**Run 1: met3 routing**

(1 px per um) Cells faint in the background.
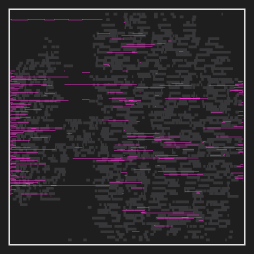
**Run 1: cell outlines without signal wires**

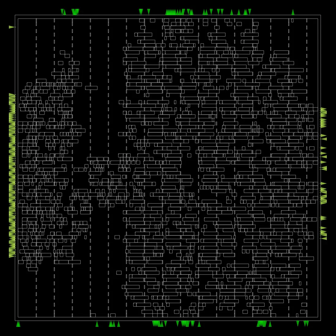
**Run 1: sequential cells colored by netlist name**

(1.5 px per um) Other sequential cells in the stronger gray, the rest of the logic in the fainter gray.
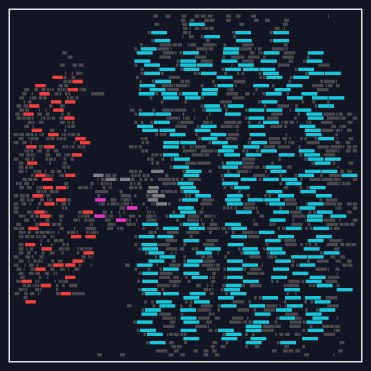
`config.mk`:
```
export PLATFORM = sky130hd
export DESIGN_NAME = instr_dword_buffer
export DESIGN_NICKNAME = d
export VERILOG_FILES = /design/src/rtl/salu_instr_pkg.sv /design/src/rtl/instr_len_decode.sv /design/src/rtl/instr_dword_buffer.sv
export SDC_FILE = /design/constraint.sdc
export NUM_CORES = 1
export LEC_CHECK = 0
export CORE_MARGIN = 2
export CORE_UTILIZATION = 32
export CTS_CLUSTER_DIAMETER = 200
export CTS_CLUSTER_SIZE = 30
export DETAILED_ROUTE_END_ITERATION = 8
export GPL_ROUTABILITY_DRIVEN = 0
export PLACE_DENSITY_LB_ADDON = 0.2
export SYNTH_ARGS = -nofsm -noshare
export SYNTH_HDL_FRONTEND = slang
export SYNTH_SLANG_ARGS = --single-unit
export TNS_END_PERCENT = 30
```
`constraint.sdc`:
```
create_clock -name clk -period 11.9 [get_ports clk]
set_clock_uncertainty 0.05 [all_clocks]
set_input_delay 2.38 -clock clk [delete_from_list [all_inputs] [get_ports clk]]
set_output_delay 2.38 -clock clk [all_outputs]
set_load 0.01 [all_outputs]
```
`src/rtl/salu_instr_pkg.sv`:
```
// ----------------------------------------------------------------------------
// salu_instr_pkg
//  Shared scalar-ALU instruction encoding constants used by the instruction
//  buffer and its length decoder.
//   - ENC_*       : opcode-field match values for the scalar encodings
//   - LITERAL_SRC : source-operand code that means "32-bit literal follows"
//   - INSTR_SIZE  : widest instruction in bits (two dwords)
//   - instr_len_t : instruction length in dwords (LEN_1DW / LEN_2DW)
// ----------------------------------------------------------------------------
package salu_instr_pkg;

    localparam int INSTR_SIZE = 64;

    // Match values, compared against the top bits of the first dword.
    localparam logic [5:0] ENC_SMEM = 6'b111101;     // h[31:26]
    localparam logic [8:0] ENC_SOP1 = 9'b101111101;  // h[31:23]
    localparam logic [8:0] ENC_SOPC = 9'b101111110;  // h[31:23]
    localparam logic [8:0] ENC_SOPP = 9'b101111111;  // h[31:23]
    localparam logic [3:0] ENC_SOPK = 4'b1011;       // h[31:28]
    localparam logic [1:0] ENC_SOP2 = 2'b10;         // h[31:30]

    localparam logic [7:0] LITERAL_SRC = 8'd255;

    typedef enum logic {
        LEN_1DW = 1'b0,
        LEN_2DW = 1'b1
    } instr_len_t;

endpackage

```
`src/rtl/instr_len_decode.sv`:
```
// ----------------------------------------------------------------------------
// instr_len_decode
//  Purely combinational: looks at the first dword of an instruction and says
//  whether the instruction occupies one or two dwords.
//  Ports:
//   dword  in  32           first dword of the instruction
//   len    out instr_len_t  LEN_2DW for SMEM or a literal-carrying SOP1/SOP2/SOPC
// ----------------------------------------------------------------------------
module instr_len_decode
    import salu_instr_pkg::*;
(
    input  logic [31:0] dword,
    output instr_len_t  len
);

    logic is_smem;
    logic is_sop1;
    logic is_sopc;
    logic is_sopp;
    logic is_sopk;
    logic is_sop2;
    logic src0_lit;
    logic src1_lit;

    always_comb begin
        is_smem  = (dword[31:26] == ENC_SMEM);
        is_sop1  = (dword[31:23] == ENC_SOP1);
        is_sopc  = (dword[31:23] == ENC_SOPC);
        is_sopp  = (dword[31:23] == ENC_SOPP);
        // SOP1/SOPC/SOPP share the 1011 prefix with SOPK, so carve them out.
        is_sopk  = (dword[31:28] == ENC_SOPK) && !(is_sop1 || is_sopc || is_sopp);
        is_sop2  = (dword[31:30] == ENC_SOP2) && !(is_sopk || is_sop1 || is_sopc || is_sopp);
        src0_lit = (dword[7:0]  == LITERAL_SRC);
        src1_lit = (dword[15:8] == LITERAL_SRC);

        len = LEN_1DW;
        if (is_smem)
            len = LEN_2DW;
        else if ((is_sop2 || is_sopc) && (src0_lit || src1_lit))
            len = LEN_2DW;
        else if (is_sop1 && src0_lit)
            len = LEN_2DW;
    end

endmodule

```
`src/rtl/instr_dword_buffer.sv`:
```
// ----------------------------------------------------------------------------
// instr_dword_buffer
//  Dword FIFO between instruction fetch and the wavefront decoder. Dwords are
//  stored in program order; the head instruction (one or two dwords) is shown
//  combinationally to the decoder together with its byte PC.
//
//  Optional feature macro: INSTR_BUF_PERF_EN adds the stall_cycles counter.
//
//  Ports:
//   clk, rst            clock, synchronous active-high reset
//   in_valid/in_ready   fetch dword handshake, in_data = dword
//   out_valid/out_ready decoder handshake, out_data = instruction, out_pc = its PC
//   flush, flush_pc     drop everything, restart at flush_pc (dword aligned)
//   stall_cycles        (INSTR_BUF_PERF_EN) cycles with out_valid && !out_ready
//
//  Handshake: a transfer happens on a rising edge where valid && ready are both
//  high. ready never depends on valid on the same side; out_data/out_pc are a
//  function of stored state only, so they hold while out_valid && !out_ready.
// ----------------------------------------------------------------------------
module instr_dword_buffer
    import salu_instr_pkg::*;
#(
    parameter int DEPTH   = 8,
    parameter int DWORD_W = 32,
    parameter int INSTR_W = INSTR_SIZE,
    parameter int PC_W    = 48
) (
    input  logic               clk,
    input  logic               rst,
    input  logic               in_valid,
    output logic               in_ready,
    input  logic [DWORD_W-1:0] in_data,
    output logic               out_valid,
    input  logic               out_ready,
    output logic [INSTR_W-1:0] out_data,
    output logic [PC_W-1:0]    out_pc,
    input  logic               flush,
    input  logic [PC_W-1:0]    flush_pc
`ifdef INSTR_BUF_PERF_EN
    ,
    output logic [31:0]        stall_cycles
`endif
);

    localparam int PW = $clog2(DEPTH);
    localparam int CW = $clog2(DEPTH) + 1;

    logic [DWORD_W-1:0] mem [DEPTH];
    logic [PW-1:0]      rd_ptr;
    logic [PW-1:0]      wr_ptr;
    logic [CW-1:0]      count;

    logic [PW-1:0]      nxt_ptr;
    logic [DWORD_W-1:0] head_dw;
    logic [DWORD_W-1:0] next_dw;
    instr_len_t         head_len;
    logic [CW-1:0]      len_dw;
    logic               push;
    logic               pop;

    instr_len_decode u_len_decode (
        .dword (head_dw),
        .len   (head_len)
    );

    always_comb begin
        // The second dword of a 64-bit instruction may sit past the wrap
        // point; the pointer width makes the +1 wrap for free.
        nxt_ptr   = rd_ptr + PW'(1);
        head_dw   = mem[rd_ptr];
        next_dw   = mem[nxt_ptr];
        len_dw    = (head_len == LEN_2DW) ? CW'(2) : CW'(1);
        out_valid = (count >= len_dw);
        out_data  = (head_len == LEN_2DW) ? INSTR_W'({next_dw, head_dw})
                                          : INSTR_W'(head_dw);
        // in_ready looks only at the registered count: a full buffer stays
        // closed during a pop cycle and reopens on the next one.
        in_ready  = !rst && (count != CW'(DEPTH));
        push      = in_valid && in_ready;
        pop       = out_valid && out_ready;
    end

    always_ff @(posedge clk) begin
        if (rst) begin
            rd_ptr <= '0;
            wr_ptr <= '0;
            count  <= '0;
            out_pc <= '0;
            for (int i = 0; i < DEPTH; i++)
                mem[i] <= '0;
        end else if (flush) begin
            rd_ptr <= '0;
            wr_ptr <= '0;
            count  <= '0;
            out_pc <= flush_pc & ~PC_W'(3);
        end else begin
            if (push) begin
                mem[wr_ptr] <= in_data;
                wr_ptr      <= wr_ptr + PW'(1);
            end
            if (pop) begin
                rd_ptr <= rd_ptr + PW'(len_dw);
                out_pc <= out_pc + ((head_len == LEN_2DW) ? PC_W'(8) : PC_W'(4));
            end
            count <= count + (push ? CW'(1) : CW'(0)) - (pop ? len_dw : CW'(0));
        end
    end

`ifdef INSTR_BUF_PERF_EN
    // Counts back-pressure from the decoder; survives flushes on purpose so it
    // measures the whole run.
    always_ff @(posedge clk) begin
        if (rst)
            stall_cycles <= '0;
        else if (out_valid && !out_ready && (stall_cycles != 32'hFFFF_FFFF))
            stall_cycles <= stall_cycles + 32'd1;
    end
`endif

endmodule

```
==> run_results.csv, run 1 <==
group,metric,value,unit
power_and_ir_drop,total_power,2550,uW
timing,timing.final.crit_period,7.81,ns
worst_setup_path,rr_worst_depth,20,
job,warnings,30,
synth,ys_seq_share,52.4,%
final_layout,largest_class,"registers",
drt,wl_per_cell,23.3,um
synth,top_cell,"and2_1",
floorplanning,die_y,234,um
synth,yosys_warnings,0,
global_route,grt-ovfl-total,0,
power_and_ir_drop,pwr-share-clk,23.9,%
worst_setup_path,r2r_setup_slack,5.95,ns
timing,setup_viol,0,
synth,adder_share,1.46,%
synth,synthArstFlopShare,0,%
final_layout,nNetsFinal,1540,
clocking,cts_sinks,315,
global_route,grt_pass1_vias,11400,
final_layout,reg_top3,"mem x256, out_pc x46, count x4",
synth,ys_area,0.0169,mm^2
timing,final_hold_viol_count,0,
final_layout,signal_buffers,221,
clocking,insertion_delay,0.53,ns
worst_setup_path,worstReg2RegEnd,"count[3]",
drt,drtPass1Iterations,5,
timing,worst_slack,4.09,ns
synth,ys_types,51,
worst_setup_path,crit_path_max_fanout,36,
drt,final_antenna_net_count,0,
power_and_ir_drop,pwr-share-comb,25.3,%
clocking,postCtsSetupRepairBufs,0,
synth,avgSynthCellArea,13.1,um^2
clocking,clk_transition_reported_paths,0.12,ns
synth,ys_sh_xor,2.43,%
final_layout,syn_to_final_growth,18.1,%
worst_setup_path,endpoint_kind,"primary output",
floorplanning,fp.dieW,234,um
final_layout,antenna_cells,0,
placement,io_buffers,194,
worst_setup_path,cp_cell_sequence,"buf_4 > mux4_2 > mux2i_1 > nor4_1 > nand2_1 > a2111oi_2 > o211ai_4 > buf_4 > a21oi_1 > clkdlybuf4s50_1",
worst_setup_path,startpoint_type,"flop",
power_and_ir_drop,pwr-share-seq,50.8,%
drt,route.met3.wl,3260,um
final_layout,regMostFlops,"mem",
power_and_ir_drop,power_clock,610,uW
final_layout,drive_gt1_share,17.0,%
timing,hold_ws,0.472,ns
clocking,cts_max_level,1,
global_route,grt_pass1_wl,73900,um
synth,largest_area_cell,"edfxtp_1",
drt,m1WireLength,20900,um
synth,compound_area_share,4.53,%
final_layout,nFillCells,4988,
placement,dp_slack,4.57,ns
synth,synth_cells,1288,
global_route,top_usage_layer,"met2",
run_status,status,"completed",
floorplanning,fp.coreArea,0.0524,mm^2
timing,grt_setup_unrepaired,"false",
power_and_ir_drop,powerDensity,127,mW/mm^2
drt,drc,0,
final_layout,num-nonclk-inverters,39,
global_route,met1_usage,24.0,%
power_and_ir_drop,power_leader,"registers",
min_path,hold_depth,2,
placement,place_hpwl,27900,um
final_layout,layout_top_cells,"and2_1, edfxtp_1, clkdlybuf4s50_1",
final_layout,comb_share,37.8,%
drt,viasPerCell,5.17,
synth,synth.area.top_cells,"edfxtp_1, mux4_2, and2_1, dfxtp_1, nand2_1",
clocking,cts_buffers,14,
synth,edf_count,256,
worst_setup_path,arrival,5.38,ns
power_and_ir_drop,power.switching,727,uW
timing,slew_viol_final,0,
job,maxCapViolCount,0,
min_path,min_to,"out_pc[2]",
timing,setup_tns,0,ns
placement,placed_area,0.0196,mm^2
synth,synth.area.mux_share,19.0,%
final_layout,lay_top_count,"and2_1",
final_layout,comb_cells,846,
final_layout,nonClkBufAreaFrac,10.7,%
final_layout,clkCellAreaFrac,2.11,%
clocking,cts_root_buf,"clkbuf_16",
synth,post_synth_and_or_nand_nor_area_fraction,16.7,%
final_layout,comb_area,0.00755,mm^2
worst_setup_path,critPathTopFamily,"buffers and inverters",
clocking,cts_tree,"built",
worst_setup_path,endpoint,"out_data[33]",
worst_setup_path,cp_num_cells,10,
Back to the opening pictures, 'met3 routing':
The longest straight run is 78.0 um. The layer holds 6.6% of the routed length. 180 nets have wire on it. The layer carries 3,260 um of wire. The wires run mostly horizontal.
Total Wirelength: 49,600 um
vias after detailed routing: 11,000
met3 usage: 3.23%

Back to the opening pictures, 'cell outlines without signal wires':
final std cells w/o fill: 2,133
tapcells inserted: 688

Back to the opening pictures, 'sequential cells colored by netlist name':
Cyan marks `mem`, sequential cells 256. Red marks `out_pc`, sequential cells 46. Magenta marks `count`, sequential cells 4.
Another 9 sequential cells are not colored.
Flop area: 0.00888 mm^2
Seq/total area: 44.4%
Final Util: 38.1%

**Run 1: cells by drive strength**

(1.5 px per um)
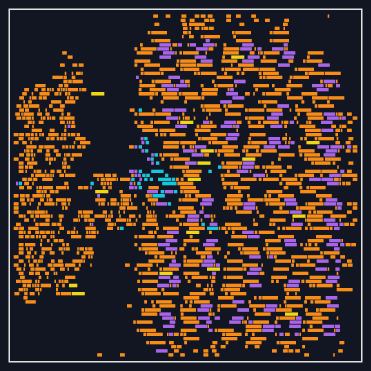

## Run 2: what changed since run 1
- clock period: 11.9 -> 6.5 ns (I/O delays scaled with it)
**Run 2: cells by drive strength**

(1.5 px per um)
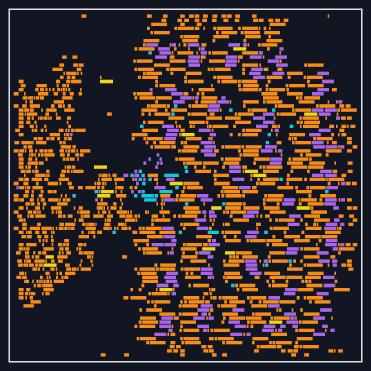
Yellow marks x6 and larger, cells 18, share 1.2%. Orange marks x1 and smaller, cells 1,195, share 83%. Cyan marks x3 and x4, cells 38, share 2.6%. Purple marks x2, cells 197, share 14%.
bufs w/o clock: 229
Synth-to-Final Area Change: 18.5%
Finished Cell Area: 0.0201 mm^2

**Run 2: met3 routing**

(1 px per um) Cells faint in the background.
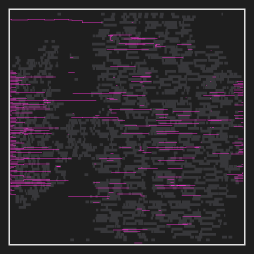
The layer holds 6.6% of the routed length. The longest straight run is 85.6 um. The wires run mostly horizontal.
met3 usage: 3.45%
Total Wirelength: 49,700 um

**Run 2: cells colored by class**

(2 px per um)
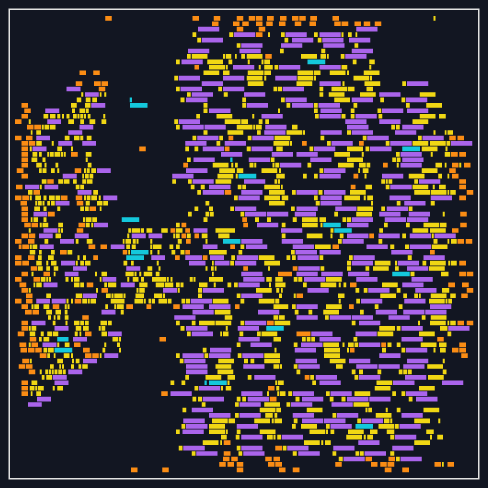
Purple marks registers, cells 315, share of their area 46%. Cyan marks clock drivers and dummy loads, cells 19, share of their area 2.1%. Orange marks remaining buffers and delay cells, cells 229, share of their area 12%. Yellow marks remaining logic cells, cells 885, share of their area 40%.
Site Rows: 84
Final Util: 38.3%

==> run 2 against run 1 <==
  * Design area is 0.33% higher
  * Core utilization rose by 0.13 points
  * First-iteration DRC count increased by 5.3%
  * Die size unchanged
  * Final cell count grew 0.14%
  * Combinational power rose by 84%
  * Critical path depth did not move
  * Highest routed layer unchanged
==> run_results.csv, run 2 <==
group,metric,value,unit
worst_setup_path,crit_required,5.15,ns
timing,final_hold_viol_count,0,
power_and_ir_drop,pwr-share-comb,25.6,%
final_layout,clock_buffers,18,
worst_setup_path,slowest_delay,0.83,ns
final_layout,regMostFlops,"mem",
worst_setup_path,endpoint,"out_valid",
synth,synth_cells,1288,
global_route,grt-ovfl-total,0,
final_layout,comb_share,37.6,%
worst_setup_path,r2r_setup_slack,0.94,ns
clocking,cts_root_buf,"clkbuf_16",
placement,place_hpwl,30400,um
clocking,cts_resized,0,
global_route,grtUsageTotal,18.1,%
worst_setup_path,cp_cell_sequence,"buf_4 > mux4_2 > mux2_2 > a2111oi_2 > o211ai_4 > ha_1 > nand2b_1 > a21oi_1 > o21ai_1 > clkdlybuf4s50_1",
power_and_ir_drop,power.switching,1330,uW
power_and_ir_drop,pwr-share-seq,51.0,%
global_route,grt_pass1_vias,11300,
synth,adder_share,1.46,%
global_route,top_usage_layer,"met2",
placement,placed_area,0.0197,mm^2
timing,hold_ws,0.466,ns
drt,final_antenna_net_count,0,
clocking,postCtsSetupRepairBufs,0,
placement,io_buffers,194,
worst_setup_path,cp_num_cells,10,
final_layout,final_cells,2136,
synth,top_cells_by_count,"and2_1, edfxtp_1, mux4_2, nand2_1, nor2_1",
synth,top_cell,"and2_1",
clocking,cts_buffers,14,
synth,largest_area_cell,"edfxtp_1",
final_layout,seq_area_share,44.3,%
worst_setup_path,startpoint_type,"flop",
worst_setup_path,path_buffers,2,
timing,timing.final.crit_period,6.04,ns
final_layout,lay_top_count,"and2_1",
timing,slew_headroom,25.3,%
drt,m1WireLength,21200,um
synth,synth_top_area_share,45.4,%
job,maxCapViolCount,0,
drt,drc,0,
worst_setup_path,rr_worst_depth,18,
placement,dp_slack,0.895,ns
min_path,min_path_type,"flop to flop",
final_layout,nNetsFinal,1548,
drt,route.met3.wl,3300,um
timing,worst_slack,0.458,ns
power_and_ir_drop,power_clock,1090,uW
final_layout,nFillCells,4992,
drt,wl_per_cell,23.3,um
final_layout,clkCellAreaFrac,2.01,%
job,warnings,30,
min_path,hp-start,"out_pc[2]",
clocking,cts_max_level,1,
final_layout,largest_class,"registers",
timing,grt_setup_unrepaired,"false",
synth,synthArstFlopShare,0,%
synth,synth_area,0.0169,mm^2
worst_setup_path,crit_slowest_cell,"dfxtp_4",
final_layout,comb_cells,846,
clocking,cts_sinks,315,
synth,yosys_warnings,0,
drt,drtPass1Iterations,5,
final_layout,antenna_cells,0,
final_layout,comb_area,0.00755,mm^2
synth,ys_area,0.0169,mm^2
synth,ys_seq_share,52.4,%
worst_setup_path,arrival,4.69,ns
final_layout,largest_register_ff_count,256,
min_path,min_to,"out_pc[2]",
power_and_ir_drop,powerDensity,233,mW/mm^2
power_and_ir_drop,pwr-share-clk,23.4,%
power_and_ir_drop,p_int,3340,uW
timing,setup_tns,0,ns
drt,highest_layer,"met5",
global_route,grt_pass1_wl,72800,um
final_layout,drive_gt1_share,17.5,%
final_layout,num-nonclk-inverters,39,
clocking,insertion_delay,0.54,ns
worst_setup_path,criticalPathCategory,"flop to primary output",
drt,vias,11000,
synth,avgSynthCellArea,13.1,um^2
floorplanning,fp.coreArea,0.0524,mm^2
synth,ys_sh_xor,2.43,%
power_and_ir_drop,power_leader,"registers",
power_and_ir_drop,total_power,4670,uW
timing,setup_viol,0,
drt,viasPerCell,5.15,
min_path,hold_depth,2,
worst_setup_path,critPathTopFamily,"buffers and inverters",
timing,slew_viol_final,0,
final_layout,reg_top3,"mem x256, out_pc x46, count x4",
synth,compound_area_share,4.53,%
floorplanning,num_tap_cells,688,
run_status,status,"completed",
synth,edf_count,256,
clocking,clk_transition_reported_paths,0.13,ns
synth,post_synth_and_or_nand_nor_area_fraction,16.7,%
synth,ys_types,51,
global_route,met1_usage,23.8,%
worst_setup_path,endpoint_kind,"primary output",
synth,synth.area.mux_share,19.0,%
clocking,cts_tree,"built",
final_layout,register_area,0.00888,mm^2
floorplanning,ios,199,
floorplanning,die_y,234,um
final_layout,nonClkBufAreaFrac,11.1,%
final_layout,layout_top_cells,"and2_1, edfxtp_1, clkdlybuf4s50_1",
worst_setup_path,crit_path_max_fanout,33,
drt,dr_wl_met2,24100,um
worst_setup_path,worstReg2RegEnd,"count[3]",
floorplanning,fp.dieW,234,um
synth,synth.area.top_cells,"edfxtp_1, mux4_2, and2_1, dfxtp_1, nand2_1",
power_and_ir_drop,powerSeq,2380,uW
**Run 2: cell outlines without signal wires**

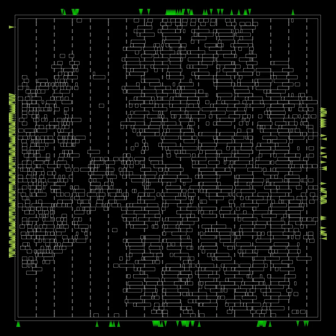

## Run 3: what changed since run 2
- CORE_ASPECT_RATIO: not set -> 0.7
- CORE_MARGIN: 2 -> 8
**Run 3: cell outlines without signal wires**

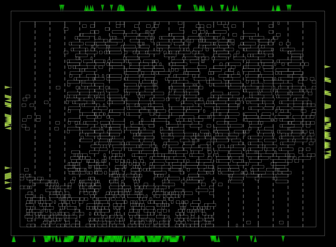
Final Util: 38.4%
final std cells w/o fill: 2,134
Fill cells: 4,905

**Run 3: sequential cells colored by netlist name**

(1 px per um) Other sequential cells in the stronger gray, the rest of the logic in the fainter gray.
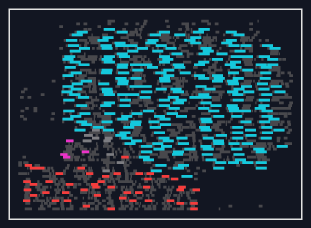
Magenta marks `count`, sequential cells 4. Cyan marks `mem`, sequential cells 256. Red marks `out_pc`, sequential cells 46.
Another 9 sequential cells are not colored.
Seq/total area: 44.3%
Seq power: 2370 uW

==> run 3 against run 2 <==
  * Power up 0.49%
  * Via count down 1.4%
  * Sequential power about the same
  * Die size up 11%
  * Global-route usage down 1.6 points
  * Worst hold slack better by 0.0057 ns
  * Non-clock buffer count down 4
  * Final cell count about the same
  * Area after synthesis unchanged
  * Design area about the same
  * Clock power about the same
  * Largest power group unchanged
==> run_results.csv, run 3 <==
group,metric,value,unit
drt,drc,0,
global_route,top_usage_layer,"met2",
worst_setup_path,arrival,4.75,ns
final_layout,layout_top_cells,"and2_1, edfxtp_1, clkdlybuf4s50_1",
timing,setup_viol,0,
worst_setup_path,path_buffers,2,
synth,synth.area.top_cells,"edfxtp_1, mux4_2, and2_1, dfxtp_1, nand2_1",
global_route,grt-ovfl-total,0,
min_path,min_to,"out_pc[2]",
timing,final_hold_viol_count,0,
power_and_ir_drop,powerDensity,234,mW/mm^2
worst_setup_path,crit_slowest_cell,"dfxtp_4",
synth,ys_area,0.0169,mm^2
clocking,insertion_delay,0.54,ns
synth,synth.area.mux_share,19.0,%
power_and_ir_drop,total_power,4690,uW
final_layout,antenna_cells,1,
power_and_ir_drop,power_clock,1110,uW
final_layout,clock_buffers,23,
worst_setup_path,endpoint_kind,"primary output",
worst_setup_path,endpoint,"out_valid",
job,warnings,30,
synth,ys_sh_xor,2.43,%
floorplanning,die_y,208,um
clocking,cts_max_level,1,
drt,route.met3.wl,2540,um
final_layout,regMostFlops,"mem",
power_and_ir_drop,pwr-share-clk,23.8,%
placement,place_hpwl,31800,um
clocking,cts_root_buf,"clkbuf_16",
synth,compound_area_share,4.53,%
power_and_ir_drop,power.switching,1340,uW
synth,ys_seq_share,52.4,%
drt,vias,10800,
synth,synthArstFlopShare,0,%
final_layout,nNetsFinal,1544,
final_layout,comb_area,0.00755,mm^2
final_layout,syn_to_final_growth,18.5,%
power_and_ir_drop,pwr-share-seq,50.7,%
final_layout,lay_top_count,"and2_1",
worst_setup_path,r2r_setup_slack,0.87,ns
worst_setup_path,crit_path_max_fanout,32,
min_path,hold_depth,2,
synth,adder_share,1.46,%
placement,io_buffers,194,
synth,top_cells_by_count,"and2_1, edfxtp_1, mux4_2, nand2_1, nor2_1",
min_path,min_path_type,"flop to flop",
synth,avgSynthCellArea,13.1,um^2
clocking,postCtsSetupRepairBufs,0,
worst_setup_path,cp_cell_sequence,"buf_12 > mux4_2 > mux2i_1 > nor4_1 > nand2_1 > a2111oi_2 > o211ai_4 > ha_1 > nand2b_1 > a21oi_1 > o21ai_1 > clkdlybuf4s50_1",
final_layout,largest_register_ff_count,256,
final_layout,largest_class,"registers",
synth,yosys_warnings,0,
clocking,cts_sinks,315,
job,maxCapViolCount,0,
synth,synth_cells,1288,
timing,worst_slack,0.399,ns
run_status,status,"completed",
final_layout,nonClkBufAreaFrac,11.0,%
power_and_ir_drop,pwr-share-comb,25.6,%
synth,synth_top_area_share,45.4,%
timing,timing.final.crit_period,6.10,ns
drt,viasPerCell,5.08,
global_route,grtUsageTotal,16.4,%
synth,ys_types,51,
global_route,grt_pass1_wl,76200,um
worst_setup_path,crit_required,5.15,ns
worst_setup_path,critPathTopFamily,"AND-OR/OR-AND gates",
timing,slew_headroom,23.0,%
synth,largest_area_cell,"edfxtp_1",
global_route,met3_usage,3.16,%
final_layout,num-nonclk-inverters,39,
clocking,cts_resized,0,
timing,slew_viol_final,0,
synth,edf_count,256,
drt,drtPass1Iterations,5,
clocking,clk_transition_reported_paths,0.12,ns
min_path,hp-start,"out_pc[2]",
worst_setup_path,rr_worst_depth,19,
final_layout,comb_cells,846,
worst_setup_path,startpoint_type,"flop",
drt,highest_layer,"met5",
synth,synth_area,0.0169,mm^2
global_route,grt_pass1_vias,11300,
drt,m1WireLength,22500,um
placement,placed_area,0.0196,mm^2
power_and_ir_drop,p_int,3350,uW
timing,hold_ws,0.472,ns
final_layout,clkCellAreaFrac,2.10,%
synth,post_synth_and_or_nand_nor_area_fraction,16.7,%
worst_setup_path,cp_num_cells,12,
power_and_ir_drop,power_leader,"registers",
final_layout,comb_share,37.6,%
clocking,cts_tree,"built",
timing,grt_setup_unrepaired,"false",
**Run 3: cells colored by class**

(1.5 px per um)
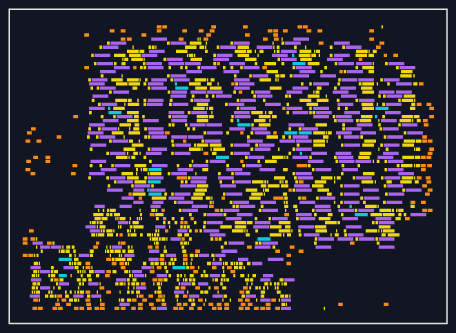
Orange marks remaining buffers and delay cells, cells 225, share of their area 11%. Cyan marks clock drivers and dummy loads, cells 24, share of their area 2.2%. Purple marks registers, cells 315, share of their area 46%. Yellow marks remaining logic cells, cells 885, share of their area 40%.
Site Rows: 70
Core ar.: 0.0523 mm^2
Finished Cell Area: 0.0201 mm^2

Power figures rest on the tool's default switching activity, not on a simulated workload.
